$ cat config.mk
export PLATFORM = sky130hd
export DESIGN_NAME = imm_sequencer
export DESIGN_NICKNAME = d
export VERILOG_FILES = /design/src/rtl/imm_pkg.sv /design/src/rtl/imm_ext.sv /design/src/rtl/imm_sequencer.sv
export SDC_FILE = /design/constraint.sdc
export NUM_CORES = 1
export LEC_CHECK = 0
export CAP_MARGIN = 20
export CORE_MARGIN = 4
export CORE_UTILIZATION = 30
export CTS_BUF_LIST = sky130_fd_sc_hd__clkbuf_2 sky130_fd_sc_hd__clkbuf_4 sky130_fd_sc_hd__clkbuf_8
export DETAILED_ROUTE_END_ITERATION = 7
export GPL_TIMING_DRIVEN = 0
export PLACE_DENSITY_LB_ADDON = 0.25
export REMOVE_ABC_BUFFERS = 1
export SLEW_MARGIN = 40
export SYNTH_ARGS = -nofsm -noshare
export SYNTH_HDL_FRONTEND = slang
export SYNTH_HIERARCHICAL = 1
export SYNTH_SLANG_ARGS = --single-unit
$ cat constraint.sdc
create_clock -name clock -period 4.9 [get_ports clock]
set_input_delay 1.225 -clock clock [delete_from_list [all_inputs] [get_ports clock]]
set_output_delay 1.225 -clock clock [all_outputs]
set_load 0.02 [all_outputs]
$ cat src/rtl/imm_pkg.sv
// Shared encodings for the 16->32-bit immediate sequencer.
package imm_pkg;

    localparam int unsigned IMM_W = 16;
    localparam int unsigned VAL_W = 32;

    // Instruction immediate classes as presented by decode
    localparam logic [1:0] IMM_SIGN  = 2'b00;
    localparam logic [1:0] IMM_ZLOW  = 2'b01;
    localparam logic [1:0] IMM_ZHIGH = 2'b10;
    localparam logic [1:0] IMM_LI32  = 2'b11;

    // Extension modes reported on ext_mode
    localparam logic [1:0] MODE_SIGN  = 2'b00;
    localparam logic [1:0] MODE_ZLOW  = 2'b01;
    localparam logic [1:0] MODE_ZHIGH = 2'b10;
    localparam logic [1:0] MODE_LI32  = 2'b11;

    typedef enum logic [1:0] {
        ST_IDLE     = 2'b00,
        ST_WAIT_LOW = 2'b01,
        ST_HOLD     = 2'b10
    } state_t;

endpackage

$ cat src/rtl/imm_ext.sv
// Combinational 3-mode 16->32-bit immediate extender.
module imm_ext #(
    parameter logic [1:0] MODE_SIGN  = imm_pkg::MODE_SIGN,
    parameter logic [1:0] MODE_ZLOW  = imm_pkg::MODE_ZLOW,
    parameter logic [1:0] MODE_ZHIGH = imm_pkg::MODE_ZHIGH
) (
    input  logic [1:0]                 i_mode,
    input  logic [imm_pkg::IMM_W-1:0]  i_imm16,
    output logic [imm_pkg::VAL_W-1:0]  o_imm32_c
);

    // Select extension; any unlisted mode falls back to sign extension
    always_comb begin
        o_imm32_c = {{16{i_imm16[15]}}, i_imm16};
        if (i_mode == MODE_ZLOW) begin
            o_imm32_c = {i_imm16, 16'h0000};
        end else if (i_mode == MODE_ZHIGH) begin
            o_imm32_c = {16'h0000, i_imm16};
        end else if (i_mode == MODE_SIGN) begin
            o_imm32_c = {{16{i_imm16[15]}}, i_imm16};
        end
    end

endmodule

$ cat src/rtl/imm_sequencer.sv
// Immediate sequencer: per-class extension, two-beat LI32 assembly and a
// registered output slot with valid/ready handshakes on both sides.
module imm_sequencer #(
    parameter logic [1:0] MODE_SIGN  = imm_pkg::MODE_SIGN,
    parameter logic [1:0] MODE_ZLOW  = imm_pkg::MODE_ZLOW,
    parameter logic [1:0] MODE_ZHIGH = imm_pkg::MODE_ZHIGH
) (
    input  logic                        clock,
    input  logic                        reset,
    input  logic                        flush,
    input  logic                        instr_valid,
    output logic                        instr_ready,
    input  logic [1:0]                  imm_class,
    input  logic [imm_pkg::IMM_W-1:0]   imm16,
    output logic                        imm_valid,
    input  logic                        imm_ready,
    output logic [imm_pkg::VAL_W-1:0]   imm_value,
    output logic [1:0]                  ext_mode,
    output logic                        li32_pending
);
    import imm_pkg::*;

    state_t             r_state;
    state_t             w_next_state;
    logic [VAL_W-1:0]   r_partial;
    logic [VAL_W-1:0]   r_imm_value;
    logic [1:0]         r_ext_mode;

    logic               w_accept;
    logic [1:0]         w_beat_mode;
    logic [1:0]         w_ext_sel;
    logic [VAL_W-1:0]   w_ext_value;
    logic [VAL_W-1:0]   w_out_value;
    logic [1:0]         w_out_mode;
    logic               w_load_out;
    logic               w_load_part;
    logic               w_clr_part;

    // Flush always reads ready so decode can retire the dropped beat
    assign instr_ready  = flush || (r_state != ST_HOLD) || imm_ready;
    assign w_accept     = instr_valid && instr_ready && !flush;
    assign imm_valid    = (r_state == ST_HOLD);
    assign li32_pending = (r_state == ST_WAIT_LOW);
    assign imm_value    = r_imm_value;
    assign ext_mode     = r_ext_mode;

    // Map a first-beat class to its extension mode (LI32 high half is zero-low)
    always_comb begin
        w_beat_mode = MODE_ZLOW;
        case (imm_class)
            IMM_SIGN:  w_beat_mode = MODE_SIGN;
            IMM_ZLOW:  w_beat_mode = MODE_ZLOW;
            IMM_ZHIGH: w_beat_mode = MODE_ZHIGH;
            default:   w_beat_mode = MODE_ZLOW;
        endcase
    end

    imm_ext #(
        .MODE_SIGN  (MODE_SIGN),
        .MODE_ZLOW  (MODE_ZLOW),
        .MODE_ZHIGH (MODE_ZHIGH)
    ) u_ext (
        .i_mode    (w_ext_sel),
        .i_imm16   (imm16),
        .o_imm32_c (w_ext_value)
    );

    // Next-state and datapath load controls
    always_comb begin
        w_next_state = r_state;
        w_ext_sel    = w_beat_mode;
        w_out_value  = w_ext_value;
        w_out_mode   = w_beat_mode;
        w_load_out   = 1'b0;
        w_load_part  = 1'b0;
        w_clr_part   = 1'b0;
        if (flush) begin
            w_next_state = ST_IDLE;
            w_clr_part   = 1'b1;
        end else begin
            case (r_state)
                ST_IDLE, ST_HOLD: begin
                    if (w_accept) begin
                        if (imm_class == IMM_LI32) begin
                            w_load_part  = 1'b1;
                            w_next_state = ST_WAIT_LOW;
                        end else begin
                            w_load_out   = 1'b1;
                            w_next_state = ST_HOLD;
                        end
                    end else if ((r_state == ST_HOLD) && imm_ready) begin
                        w_next_state = ST_IDLE;
                    end
                end
                ST_WAIT_LOW: begin
                    w_ext_sel   = MODE_ZHIGH;
                    w_out_value = r_partial | w_ext_value;
                    w_out_mode  = MODE_LI32;
                    if (w_accept) begin
                        w_load_out   = 1'b1;
                        w_next_state = ST_HOLD;
                    end
                end
                default: w_next_state = ST_IDLE;
            endcase
        end
    end

    // State register
    always_ff @(posedge clock) begin
        if (reset) begin
            r_state <= ST_IDLE;
        end else begin
            r_state <= w_next_state;
        end
    end

    // Partial literal and output registers
    always_ff @(posedge clock) begin
        if (reset) begin
            r_partial   <= '0;
            r_imm_value <= '0;
            r_ext_mode  <= MODE_SIGN;
        end else begin
            if (w_clr_part) begin
                r_partial <= '0;
            end else if (w_load_part) begin
                r_partial <= w_ext_value;
            end
            if (w_load_out) begin
                r_imm_value <= w_out_value;
                r_ext_mode  <= w_out_mode;
            end
        end
    end

endmodule

Figure 1. Routed clock nets over the placement (run 1).
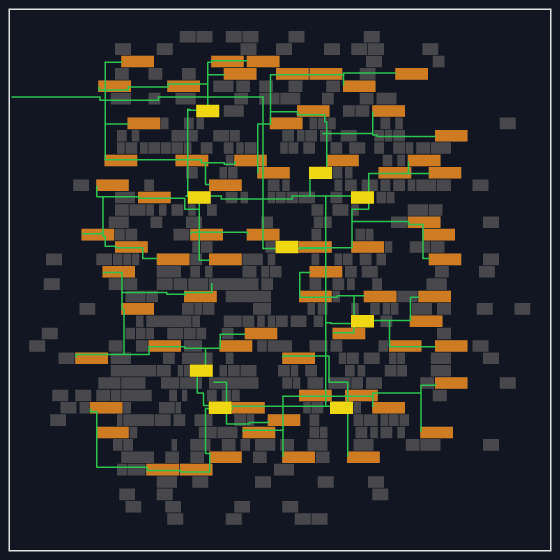
- yellow: cells driving clock nets (count 9)
- green: clock wires (length 998 um)
- orange: flip-flops (count 68)
- routed clock nets: 10
Clk Latency, worst-skew pair: 0.34 ns
clock group share of total power: 38.1%
Layout Skew: 0.00742 ns
clock-net power: 524 uW

Figure 2. The metal 2 layer (run 1).
The bar under the picture is 20 um long.
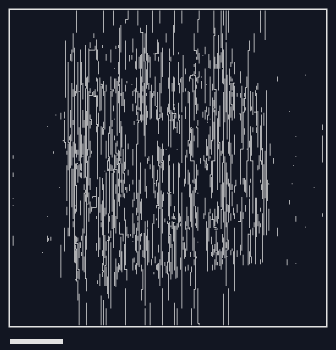
- longest straight run: 80.6 um
- nets with wire on the layer: 392
GRT met2 Usage: 26.5%
Vias: 3401
final WL: 11400 um

Figure 3. Cell classes on the final placement (run 1).
The bar under the picture is 20 um long. Fill, decap, tap and diode cells in grey.
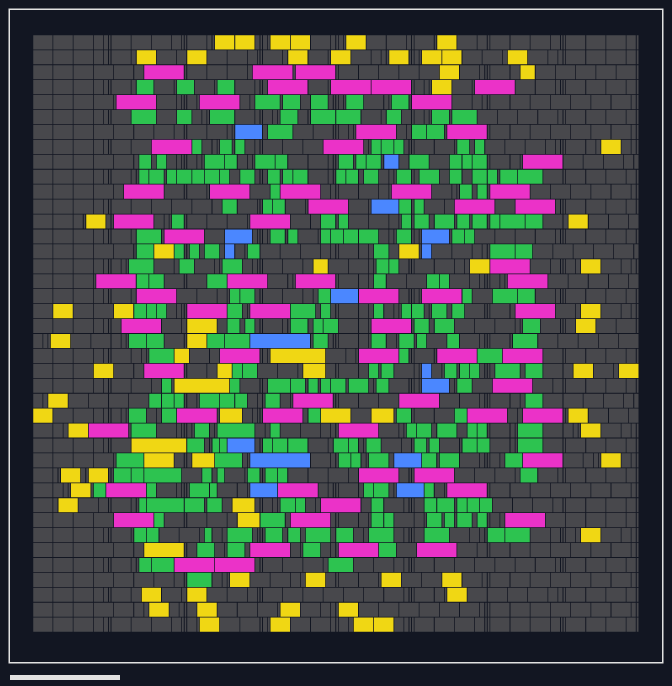
- magenta: flip-flops (cells 68; share of their area 31%)
- blue: clock drivers and dummy loads (cells 16; share of their area 4.9%)
- yellow: other buffers and delay cells (cells 75; share of their area 19%)
- green: all other logic (cells 268; share of their area 46%)
final core area utilization: 38.6%
Seq/total area: 29.4%
Rows: 40
final instance area: 4640 um2
core area: 12000 um2

==> metrics.yaml, run 1 <==
cts_buffer_depth: 2
comb_area_share_pct: 43.9
top_cell: "dfxtp_1"
comb_cells: 265
taps: 147
cts_sinks: 68
nets: 445
hold_path_depth: 2
pwr-share-comb_pct: 19.3
worst_pin_slew_ns: 0.772
track_usage_pct: 16.3
finalHoldViolCount: 0
setup_ws_ns: 0.778
status: "completed"
adder_share_pct: 0
diodes: 0
met1Wirelength_um: 5270
crit_path_start: "imm_ready"
cp.arrival_ns: 2.90
clock_buffers: 11
cts_hold_buffers: 0
r2r_setup_slack_ns: 2.34
r2r-start: "r_state[0]"
rsz0062_at_grt: "no"
nonClockBufferCount: 75
cts_tree: "yes"
place_congestion: 0.680
crit_required_ns: 3.67
min_from: "r_partial[15]"
area_growth_pct: 26.0
ios: 60
hold_class: "reg -> reg"
fp_util_pct: 30.6
regArea_um2: 1360
p_sw_share_pct: 27.8
drive_gt1_share_pct: 17.8
synthXorXnorAreaFrac_pct: 0
synth-area-yosys_um2: 3680
logic_area_um2: 2030
p_seq_share_pct: 42.6
die_w_um: 119
placed_cells: 558
startpoint_type: "primary input"
grt_pass1_vias: 3476
hold_end: "r_partial[15]"
layoutNonFillerInstCount: 574
path_cells: "clkdlybuf4s50_1 > nor3b_4 > nand2b_1 > clkdlybuf4s50_1"
lay_top_count: "dfxtp_1"
cts_setup_buffers: 0
maxPowerGroup: "registers"
antenna_found_initial: 0
worst-path-buf-inv: 2
use_met1_pct: 21.8
edf_count: 0
vias_per_cell: 5.93
dr_wl_met2_um: 5410
ys_seq_share_pct: 37.0
p_seq_uw: 585
critPathMostFrequentCell: "clkdlybuf4s50_1"
ff_type: "dfxtp_1"
p_int_uw: 991
common_cells: "dfxtp_1 (68), a21oi_1 (66), clkbuf_1 (38)"
drtIter0Drc: 197
pre_cts_ws_ns: 0.792
io_buffers: 59
top_area_cell: "dfxtp_1"
==> inputs of run 2 (changes only) <==
Clock period 4.9 ns to 4.08 ns, I/O delays scaled along.
Figure 4. Cell classes on the final placement (run 2).
The bar under the picture is 20 um long. Fill, decap, tap and diode cells in grey.
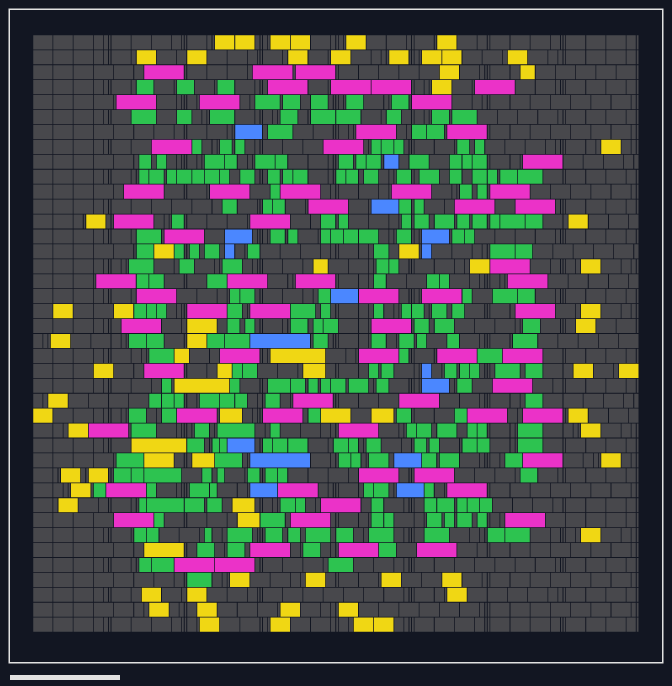
- magenta: flip-flops (cells 68; share of their area 31%)
- blue: clock drivers and dummy loads (cells 16; share of their area 4.9%)
- yellow: other buffers and delay cells (cells 75; share of their area 19%)
- green: all other logic (cells 268; share of their area 46%)

==> run 2 against run 1 <==
Net effect: global-route usage unchanged; largest power group unchanged; total power grew 20%; combinational power increased by about 20%; via count unchanged; register-to-register slack lost 0.82 ns; cell count stayed put; worst hold slack did not move.
==> metrics.yaml, run 2 <==
status: "completed"
finalCoreUtilization_pct: 38.6  # unchanged
p_sw_share_pct: 27.8  # about the same
p_seq_share_pct: 42.6  # about the same
die_w_um: 119  # unchanged
finalHoldViolCount: 0  # unchanged
ff_type: "dfxtp_1"
top_area_cell: "dfxtp_1"
dr_wl_met2_um: 5410  # unchanged
hold_path_depth: 2  # unchanged
nets: 445  # unchanged
p_seq_uw: 702  # +20%
area_growth_pct: 26.0  # unchanged
clk_latency_ns: 0.34  # about the same
path_cells: "clkdlybuf4s50_1 > nor3b_4 > nand2b_1 > clkdlybuf4s50_1"
top_cell: "dfxtp_1"
cts_hold_buffers: 0  # unchanged
finalInstanceArea_um2: 4640  # unchanged
diodes: 0  # unchanged
hold_class: "reg -> reg"
wirelength_um: 11400  # unchanged
adder_share_pct: 0  # unchanged
synth-area-yosys_um2: 3680  # unchanged
cts_setup_buffers: 0  # unchanged
pre_cts_ws_ns: 0.382  # -0.410 ns
comb_area_share_pct: 43.9  # unchanged
vias: 3401  # unchanged
met1Wirelength_um: 5270  # unchanged
row_count: 40  # unchanged
placed_cells: 558  # unchanged
cts_sinks: 68  # unchanged
crit_path_start: "imm_ready"
fp_util_pct: 30.6  # unchanged
p_int_mw: 1.19  # +20%
met2_usage_pct: 26.5  # unchanged
comb_cells: 265  # unchanged
cts_tree: "yes"
lay_top_count: "dfxtp_1"
drtIter0Drc: 197  # unchanged
pwr-share-comb_pct: 19.3  # about the same
vias_per_cell: 5.93  # unchanged
drive_gt1_share_pct: 17.8  # unchanged
synthXorXnorAreaFrac_pct: 0  # unchanged
p_clk_share_pct: 38.1  # about the same
setup_ws_ns: 0.368  # -0.410 ns
startpoint_type: "primary input"
worst_pin_slew_ns: 0.772  # unchanged
min_from: "r_partial[15]"
clock_skew_ns: 0.00742  # unchanged
logic_area_um2: 2030  # unchanged
rsz0062_at_grt: "no"
Figure 5. Supply network (run 2).
Pins as bars on the die edge. Tap cells in grey.
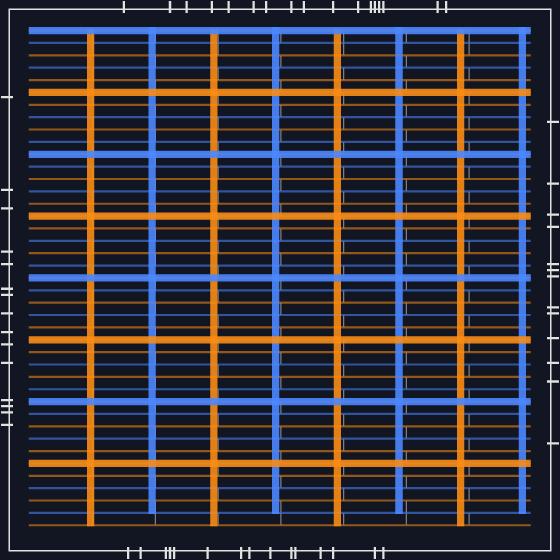

==> inputs of run 3 (changes only) <==
Settings changed: CORE_ASPECT_RATIO from default to 1.1.
Clock period 4.08 ns to 3.3 ns, I/O delays scaled along.
Figure 6. Supply network (run 3).
Pins as bars on the die edge. Tap cells in grey.
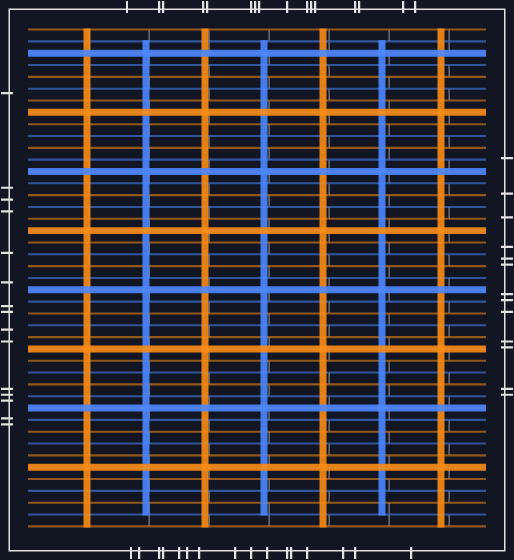
- orange: VSS
- blue: VDD
- met1 rails: 43
- met4 straps: 7
- signal pins: 60
- tap cells: 154
peak supply drop: 0.165 mV
Die Y: 124 um
core area: 12000 um2

==> run 3 against run 2 <==
Net effect: highest routed layer unchanged; setup slack worse by 0.17 ns; wire length is 1.4% lower; design area shrank 0.59%; die area hardly changed; synthesized area stayed put; critical path depth rose by 4.
==> metrics.yaml, run 3 <==
die_w_um: 114  # -4.3%
top_area_share_pct: 37.0
setup_ws_ns: 0.200  # -0.167 ns
ant_nets: 0
pwr-share-comb_pct: 20.2  # +0.9 points
lay_top_count: "dfxtp_1"
met2_usage_pct: 27.1  # +0.60 points
io_buffers: 59
wirelength_um: 11300  # -1.4%
min_from: "r_partial[1]"
startpoint_type: "primary input"
comb_cells: 265  # unchanged
r2r_setup_slack_ns: 0.71
ys_seq_elements: 68
finalInstanceArea_um2: 4610  # -0.59%
maxPowerGroup: "registers"
synth-area-yosys_um2: 3680  # unchanged
adder_share_pct: 0  # unchanged
overflow: 0
synth_cell_types: 30
fp_util_pct: 30.6  # -0.057 points
r2r-end: "imm_value[4]"
diodes: 0  # unchanged
met1Wirelength_um: 5110  # -3.0%
routed.top_layer: "met4"
fin_setup_tns_ns: 0
r2r-start: "r_state[0]"
worst-path-buf-inv: 2
hold_path_depth: 2  # unchanged
cts_setup_buffers: 0  # unchanged
p_sw_share_pct: 28.8  # +0.97 points
syn_area_per_cell_um2: 9.30
top_cell: "dfxtp_1"
drive_gt1_share_pct: 18.0  # +0.19 points
nets: 446  # +0.22%
p_clk_share_pct: 35.0  # -3.1 points
common_cells: "dfxtp_1 (68), a21oi_1 (66), clkbuf_1 (38)"
met3_length_um: 619
cts_hold_buffers: 0  # unchanged
regArea_um2: 1360
pre_cts_ws_ns: -0.133  # -0.515 ns
row_count: 42  # +5.0%
rsz0062_at_grt: "no"
placed_cells: 565  # +1.3%
path_cells: "clkdlybuf4s50_1 > nor3b_4 > a21oi_1 > inv_2 > nand2b_4 > and2_1 > a21oi_1 > a211oi_2"
finalHoldViolCount: 0  # unchanged
p_seq_uw: 868  # +24%
cts_buffer_depth: 2
numCtsBuffers: 9
hold_class: "reg -> reg"
clk_latency_ns: 0.35  # about the same
finalCoreUtilization_pct: 38.3  # -0.30 points
max_freq_ghz: 0.323
seq_cells: 68
synthXorXnorAreaFrac_pct: 0  # unchanged
cts_sinks: 68  # unchanged
ff_type: "dfxtp_1"
p_seq_share_pct: 44.9  # +2.3 points
ys_sh_simple_pct: 12.2
logic_area_um2: 2030  # unchanged
taps: 154
use_met1_pct: 20.9
vias_per_cell: 5.91  # -0.27%
dr_wl_met2_um: 5360  # -0.81%
comb_area_share_pct: 44.1  # +0.26 points
p_int_mw: 1.38  # +16%
drtIter0Drc: 193  # -2.0%
worst_pin_slew_ns: 0.763  # -0.00928 ns
clock_skew_ns: 0.00389  # -0.00353 ns
status: "completed"
top_area_cell: "dfxtp_1"
cts_tree: "yes"
finalWorstPathRequiredPeriod_ns: 3.10
crit_path_start: "flush"
area_growth_pct: 25.2
nonClockBufferCount: 76
wl_per_cell_um: 19.4
vias: 3439  # +1.1%
Power and IR drop assume default switching activity.
